## src/rtl/path_sweep_scheduler.sv

```systemverilog
// Sweeps a bank of delay paths with repeated launch/capture trials and
// reports, per path, how many trials failed to propagate within one clock.
module path_sweep_scheduler #(
  parameter int NUM_PATHS = 8,
  parameter int SEL_W     = 3,
  parameter int TRIALS    = 16,
  parameter int CNT_W     = 5,
  parameter int SETTLE    = 2
) (
  input  logic             clk,
  input  logic             rst_n,
  input  logic             start,
  input  logic             abort,
  output logic             busy,
  output logic             done,
  output logic [SEL_W-1:0] path_sel,
  output logic             path_in,
  input  logic             path_out,
  output logic             res_valid,
  input  logic             res_ready,
  output logic [SEL_W-1:0] res_path,
  output logic [CNT_W-1:0] res_errors
);

  localparam int ST_W = (SETTLE > 1) ? $clog2(SETTLE) : 1;

  localparam logic [2:0] S_IDLE   = 3'd0;
  localparam logic [2:0] S_PRESET = 3'd1;
  localparam logic [2:0] S_LAUNCH = 3'd2;
  localparam logic [2:0] S_REPORT = 3'd3;
  localparam logic [2:0] S_DONE   = 3'd4;

  logic [2:0]       state_q,  state_d;
  logic [SEL_W-1:0] sel_q,    sel_d;
  logic [CNT_W-1:0] trial_q,  trial_d;
  logic [CNT_W-1:0] err_q,    err_d;
  logic [ST_W-1:0]  settle_q, settle_d;

  always_comb begin
    state_d  = state_q;
    sel_d    = sel_q;
    trial_d  = trial_q;
    err_d    = err_q;
    settle_d = settle_q;
    case (state_q)
      S_IDLE: begin
        if (start) begin
          state_d  = S_PRESET;
          sel_d    = '0;
          trial_d  = '0;
          err_d    = '0;
          settle_d = '0;
        end
      end
      S_PRESET: begin
        if (settle_q == ST_W'(SETTLE - 1)) begin
          settle_d = '0;
          state_d  = S_LAUNCH;
        end else begin
          settle_d = settle_q + ST_W'(1);
        end
      end
      S_LAUNCH: begin
        // path_out is captured raw: a 0 here means the edge did not arrive in time
        if (!path_out) err_d = err_q + CNT_W'(1);
        if (trial_q == CNT_W'(TRIALS - 1)) begin
          state_d = S_REPORT;
        end else begin
          trial_d = trial_q + CNT_W'(1);
          state_d = S_PRESET;
        end
      end
      S_REPORT: begin
        if (res_ready) begin
          if (sel_q == SEL_W'(NUM_PATHS - 1)) begin
            state_d = S_DONE;
          end else begin
            sel_d   = sel_q + SEL_W'(1);
            trial_d = '0;
            err_d   = '0;
            state_d = S_PRESET;
          end
        end
      end
      S_DONE:  state_d = S_IDLE;
      default: state_d = S_IDLE;
    endcase
    if (abort) begin
      state_d  = S_IDLE;
      sel_d    = '0;
      trial_d  = '0;
      err_d    = '0;
      settle_d = '0;
    end
  end

  always_ff @(posedge clk or negedge rst_n) begin
    if (!rst_n) begin
      state_q  <= S_IDLE;
      sel_q    <= '0;
      trial_q  <= '0;
      err_q    <= '0;
      settle_q <= '0;
    end else begin
      state_q  <= state_d;
      sel_q    <= sel_d;
      trial_q  <= trial_d;
      err_q    <= err_d;
      settle_q <= settle_d;
    end
  end

  // Outputs are pure state/register decode; nothing flows through from inputs.
  assign busy       = (state_q != S_IDLE);
  assign done       = (state_q == S_DONE);
  assign path_in    = (state_q == S_LAUNCH);
  assign res_valid  = (state_q == S_REPORT);
  assign path_sel   = sel_q;
  assign res_path   = sel_q;
  assign res_errors = err_q;

endmodule

```

## config.mk

```make
export PLATFORM = sky130hd
export DESIGN_NAME = path_sweep_scheduler
export DESIGN_NICKNAME = d
export VERILOG_FILES = /design/src/rtl/path_sweep_scheduler.sv
export SDC_FILE = /design/constraint.sdc
export NUM_CORES = 1
export LEC_CHECK = 0
export CAP_MARGIN = 15
export CORE_UTILIZATION = 45
export DETAILED_ROUTE_END_ITERATION = 10
export GPL_TIMING_DRIVEN = 0
export PLACE_DENSITY_LB_ADDON = 0.08
export SYNTH_ARGS = -nofsm -noshare
export SYNTH_HDL_FRONTEND = slang
export SYNTH_SLANG_ARGS = --single-unit
```

## constraint.sdc

```tcl
create_clock -name clk -period 1.7 [get_ports clk]
set_input_delay 0.17 -clock clk [delete_from_list [all_inputs] [get_ports clk]]
set_output_delay 0.17 -clock clk [all_outputs]
set_load 0.005 [all_outputs]
```

**Run 1: metal layers overlaid**

Scale bar: 10 um.
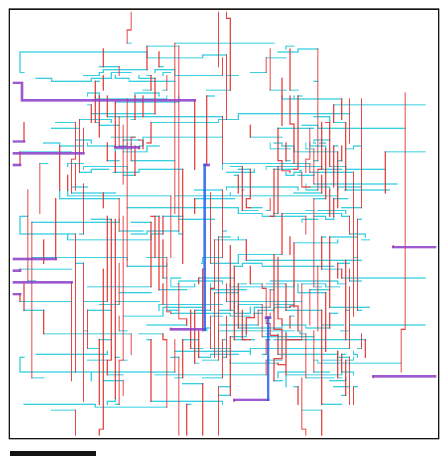
| layer | color | wire length |
|---|---|---|
| M3 | purple | 68.7 um |
| M1 | cyan | 1100 um |
| M2 | red | 1100 um |
| M4 | blue | 28.6 um |

**Run 1: pin placement**

Pins as bars across the die edge, other pins in gray.
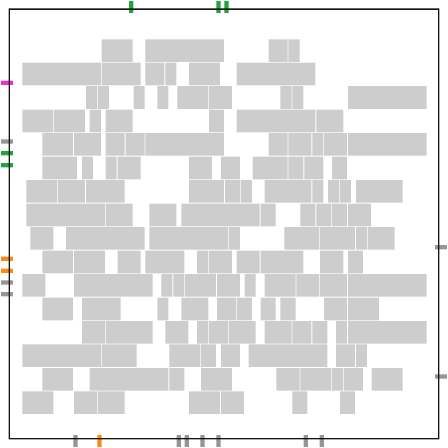
| port | color | pins | direction | edge |
|---|---|---|---|---|
| res_path | orange | 3 | output | 2 left, 1 bottom |
| res_errors | green | 5 | output | 3 top, 2 left |
| clk | magenta | 1 | input | left |

**Run 1: sequential cells grouped by signal name**

Other sequential cells in the stronger gray, the rest of the logic in the fainter gray.
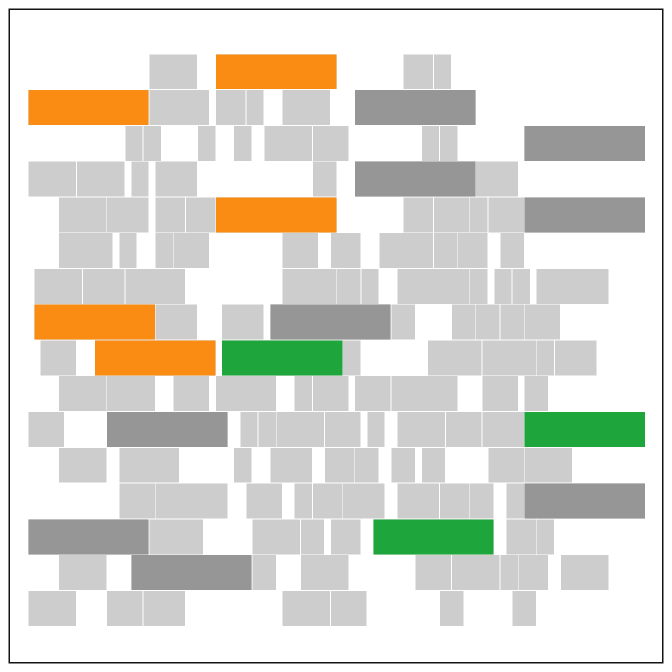
| netlist name | color | sequential cells |
|---|---|---|
| state_q | green | 3 |
| res_errors | orange | 5 |
not colored: 9

## run 1: final cells by class
| class | count | area (um^2) | share of cell area [%] |
|---|---|---|---|
| Multi-Input combinational cell | 76 | 529.3 | 38.95 |
| Sequential cell | 17 | 425.4 | 31.31 |
| Timing Repair Buffer | 28 | 249.0 | 18.32 |
| Buffer | 7 | 63.81 | 4.696 |
| Tap cell | 27 | 33.78 | 2.486 |
| Inverter | 8 | 30.03 | 2.210 |
| Clock buffer | 3 | 22.52 | 1.657 |
| Clock inverter | 1 | 5.005 | 0.3683 |
## run 1: timing repair
item	in CTS	in global routing
setup buffers	7	1
gates resized	10	11
hold buffers	0	0
setup endpoints to repair	15	14
## run 1: worst max-delay path, delay by kind of cell, from the launching register on
family,cells,cell delay (ns)
buffers and inverters,2,0.63
flip-flops,1,0.39
AND/OR/NAND/NOR,1,0.16
## run 1: per-stage QoR
stage	cell area [um^2]	std cells	power [uW]	hold slack (ns)
after floorplan	1018	109	468.8	-0.1256
after global placement	1252	156	509.1	0.4634
after detailed placement	1252	156	510.9	0.4692
after CTS	1335	166	739.3	0.3403
after global routing	1359	167	769.0	0.3877
final	1359	167	734.6	0.3240
## run 1: power by group through the flow
stage	sequential [uW]	clock, uW	combinational, uW
detailed placement	424	0	87.2
finish	414	223	97.7
CTS	414	232	93.4
global placement	423	0	85.9
floorplan	422	0	46.8
global route	415	247	107
## run 1: kinds of logic after synthesis
family	count (synthesis)	share of synthesized area [%]
fa+ha+maj	5	6.143
mux	3	3.194
simple gates	41	22.11
buf+inv	16	8.722
flops	17	41.77
compound gates	27	18.06
## run 1: worst max-delay path by stage
stage | startpoint | endpoint | slack, ns | cells past startpoint
after floorplan | path_sel[0] | trial_q[1] | 0.03 | 7
after global placement | res_ready | trial_q[2] | -0.27 | 6
after detailed placement | res_ready | trial_q[0] | -0.28 | 6
after CTS | path_sel[0] | res_errors[3] | 0.002 | 6
after global routing | path_sel[0] | res_errors[3] | -0.005 | 6
final | state_q[1] | res_valid | 0.04 | 3
## run 1: routing by layer
layer  vias up  GRT usage, %  share of wire, %
met5         -             0                 0
met4         0         7.143               1.2
met3         4         4.321               3.0
met2        16         34.23                48
met1       436         25.05                48
li1        452             -                 -
## run 1: registers in the layout (all words and copies together), names as in the netlist
| signal | count |
|---|---|
| res_errors | 5 |
| settle_q | 1 |
| state_q | 3 |
| path_sel | 3 |
| trial_q | 5 |
## run 1: synthesized netlist by cell type
cell	instances
a21oi_1	4
buf_6	2
mux2i_1	1
or4b_4	1
nor2_4	1
buf_2	2
or2_2	2
a311o_1	1
o211ai_1	1
and3b_1	1
a22o_1	3
buf_4	3
nand4b_1	3
clkbuf_1	1
nand3b_1	1
o21ai_0	5
a2bb2oi_1	1
a21o_1	2
nand3_1	2
nand4_1	1
and3_1	2
dfrtp_1	17
a2111oi_0	1
nor3_1	5
a31oi_1	8
o211ai_2	1
nand2b_1	1
ha_1	5
inv_1	8
nand2_1	4
or3_2	1
nor2_1	15
mux2_2	2
and2_1	1
==> flow_metrics.env, run 1 <==
# yosys + openroad results
export IMPL_routedWlPerCell_um=13.75
export IMPL_clk_path_buf_depth=2
export IMPL_fp_util_pct=49.88
export IMPL_end_kind="primary output"
export IMPL_finalCritPeriodShare_pct=97.42
export IMPL_fin_worst_skew_ns=0.01210
export IMPL_htreeDepth=1
export IMPL_rows=16
export IMPL_dp_slack_ns=-0.2795
export IMPL_syn_area_um2=1018
export IMPL_synthesis_nets=120
export IMPL_area_growth_pct=33.41
export IMPL_switchingPower_uw=193.1
export IMPL_first_global_vias=894
export IMPL_wl_mm=2.297
export IMPL_worstSetupPathType="reg -> out"
export IMPL_hpwlAfterDp_mm=1.589
export IMPL_synth_avg_cell_area_um2=9.344
export IMPL_fillers=181
export IMPL_cts_made_buffers=3
export IMPL_drv_cap=0
export IMPL_area_leaders="dfrtp_1 (42%), ha_1 (6.1%), nor2_1 (5.5%), a31oi_1 (4.9%), inv_1 (2.9%)"
export IMPL_clock_latency_ns=0.30
export IMPL_final_cell_mix="clkdlybuf4s50_1 (17), dfrtp_1 (17), nor2_1 (15)"
export IMPL_grt_util_all_layers_pct=20.20
export IMPL_cts_tree="built"
export IMPL_overflow=0
export IMPL_ys_seq_share_pct=41.77
export IMPL_cts_root_buf="clkbuf_4"
export IMPL_cpPeakStageDelay_ns=0.49
export IMPL_diodes=0
export IMPL_status="completed"
export IMPL_antenna_found_initial=0
export IMPL_relSlewSlack_pct=46.16
export IMPL_slew_viol_final=0
export IMPL_io_buffers=20
export IMPL_min_period_ns=1.656
export IMPL_worst_slew_pin_slew_ns=0.8051
export IMPL_ys_area_um2=1018
export IMPL_p_leak_uw=0.0006121
export IMPL_grt_pass1_wl_mm=3.815
export IMPL_layout_nets=152
export IMPL_ys_types=34
export IMPL_critical_path_required_ns=1.53
export IMPL_pwr_share_clk_pct=30.4
export IMPL_final_core_util_pct=66.54
## Run 2: what changed since run 1
--- a/config.mk
+++ b/config.mk
@@ -10,6 +10,7 @@
 export DETAILED_ROUTE_END_ITERATION = 10
 export GPL_TIMING_DRIVEN = 0
 export PLACE_DENSITY_LB_ADDON = 0.08
+export SLEW_MARGIN = 20
 export SYNTH_ARGS = -nofsm -noshare
 export SYNTH_HDL_FRONTEND = slang
 export SYNTH_SLANG_ARGS = --single-unit
==> constraint.sdc (replaced) <==
create_clock -name clk -period 1.4 [get_ports clk]
set_input_delay 0.14 -clock clk [delete_from_list [all_inputs] [get_ports clk]]
set_output_delay 0.14 -clock clk [all_outputs]
set_load 0.005 [all_outputs]
**Run 2: metal layers overlaid**

Scale bar: 10 um.
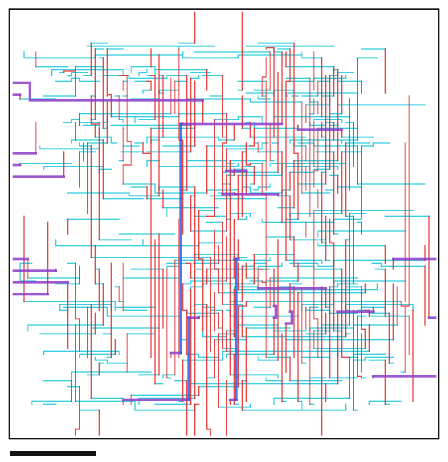
| layer | color | wire length |
|---|---|---|
| M1 | cyan | 1390 um |
| M4 | blue | 52.4 um |
| M2 | red | 1520 um |
| M3 | purple | 115 um |
routed vias: 1043
WL final: 3.072 mm

==> run 2 against run 1 <==
  * The flow now finishes with violations (negative setup slack)
  * Sequential share of layout area shrank 5.6 points
  * Clock skew shrank 0.0049 ns
  * Non-clock buffer count grew 16
  * Die area is the same
  * Global-route usage grew 4.2 points
  * Largest cell class unchanged
  * Largest power group unchanged
  * Highest routed layer unchanged
==> flow_metrics.env, run 2 <==
# yosys + openroad results
export IMPL_fp_util_pct=49.88
export IMPL_critical_path_cell_count=7
export IMPL_area_growth_pct=62.41
export IMPL_first_global_vias=1072
export IMPL_status="finished, violations left"
export IMPL_cts_made_buffers=3
export IMPL_overflow=0
export IMPL_antenna_found_initial=0
export IMPL_fin_worst_skew_ns=0.007191
export IMPL_placedInstanceArea_um2=1280
export IMPL_power_uw=965.7
export IMPL_post_synth_top_count_cell="dfrtp_1"
export IMPL_slew_viol_final=0
export IMPL_ys_area_um2=1018
export IMPL_ys_types=34
export IMPL_final_cell_mix="buf_4 (23), dfrtp_1 (17), buf_6 (10)"
export IMPL_violations="negative setup slack"
export IMPL_area_leaders="dfrtp_1 (42%), ha_1 (6.1%), nor2_1 (5.5%), a31oi_1 (4.9%), inv_1 (2.9%)"
export IMPL_setup_slack_ns=-0.1985
export IMPL_hpwlAfterDp_mm=1.555
export IMPL_worstSetupPathType="reg -> reg"
export IMPL_ys_seq_share_pct=41.77
export IMPL_min_period_ns=1.599
export IMPL_end_kind="register"
export IMPL_finalSetupViolCount=18
**Run 2: track usage over the die**

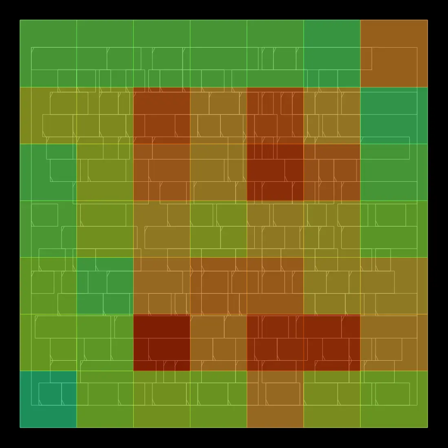
met1 usage: 31.07%
GRT Max-Usage Layer: met2
Routed wire per std cell: 16.70 um
GRT met2 Usage: 42.57%

## run 2: through the flow
| step | util, % | setup TNS, ns | cells |
|---|---|---|---|
| 2_1_floorplan | - | -1.449 | 109 |
| 3_3_place_gp | 62.68 | -5.681 | 156 |
| 3_5_place_dp | 62.68 | -6.047 | 156 |
| 4_1_cts | 71.51 | -2.303 | 175 |
| 5_1_grt | 81.00 | -3.435 | 184 |
| 6_report | 81.00 | -2.248 | 184 |
## run 2: cell families after synthesis
group           count (synthesis)  share of synthesized area (%)
mux                             3                          3.194
simple gates                   41                          22.11
compound gates                 27                          18.06
fa+ha+maj                       5                          6.143
buf+inv                        16                          8.722
flops                          17                          41.77
## run 2: layout make-up
class	count	area [um^2]
Buffer	6	56.30
Sequential cell	17	425.4
Fill cell	133	387.9
Clock buffer	4	26.28
Tap cell	27	33.78
Multi-Input combinational cell	77	688.2
Inverter	8	32.53
Timing Repair Buffer	45	391.6
## run 2: worst reg2reg max path, delay by kind of cell, from the launching register on
| kind | cells | cell delay (ns) |
|---|---|---|
| flip-flops | 1 | 0.44 |
| adder cells (fa/ha/maj) | 2 | 0.37 |
| AND/OR/NAND/NOR | 4 | 0.57 |
| AND-OR/OR-AND | 1 | 0.16 |
## run 2: per-layer routing
layer / global-route usage [%] / vias up / wire [um]
li1: - / 488 / -
met1: 31.07 / 515 / 1384
met2: 42.57 / 34 / 1520
met3: 3.395 / 6 / 115
met4: 6.667 / 0 / 52
met5: 0 / - / 0
## run 2: worst paths after layout
kind / from / to
worst max-delay path: trial_q[1] / trial_q[3]
worst min-delay path: rst_n / settle_q
worst max register to register: trial_q[1] / trial_q[3]
worst min register to register: res_errors[4] / res_errors[4]
max in group asynchronous: rst_n / res_errors[1]
min in group clk: abort / settle_q
## run 2: timing repair
item	in CTS	in global routing
pin swaps	8	16
endpoints found under the setup margin	23	21
gates resized	44	36
setup buffers	16	10
cloned	1	0
## run 2: power by group
group / switching, uW / leakage [uW] / internal, uW / total (uW)
Sequential: 6.02 / 0.000235 / 498 / 504
Combinational: 93.4 / 0.000519 / 85.4 / 179
Clock: 172 / 0.0000150 / 111 / 283
Total: 272 / 0.000769 / 694 / 966
Power and IR drop assume default switching activity.
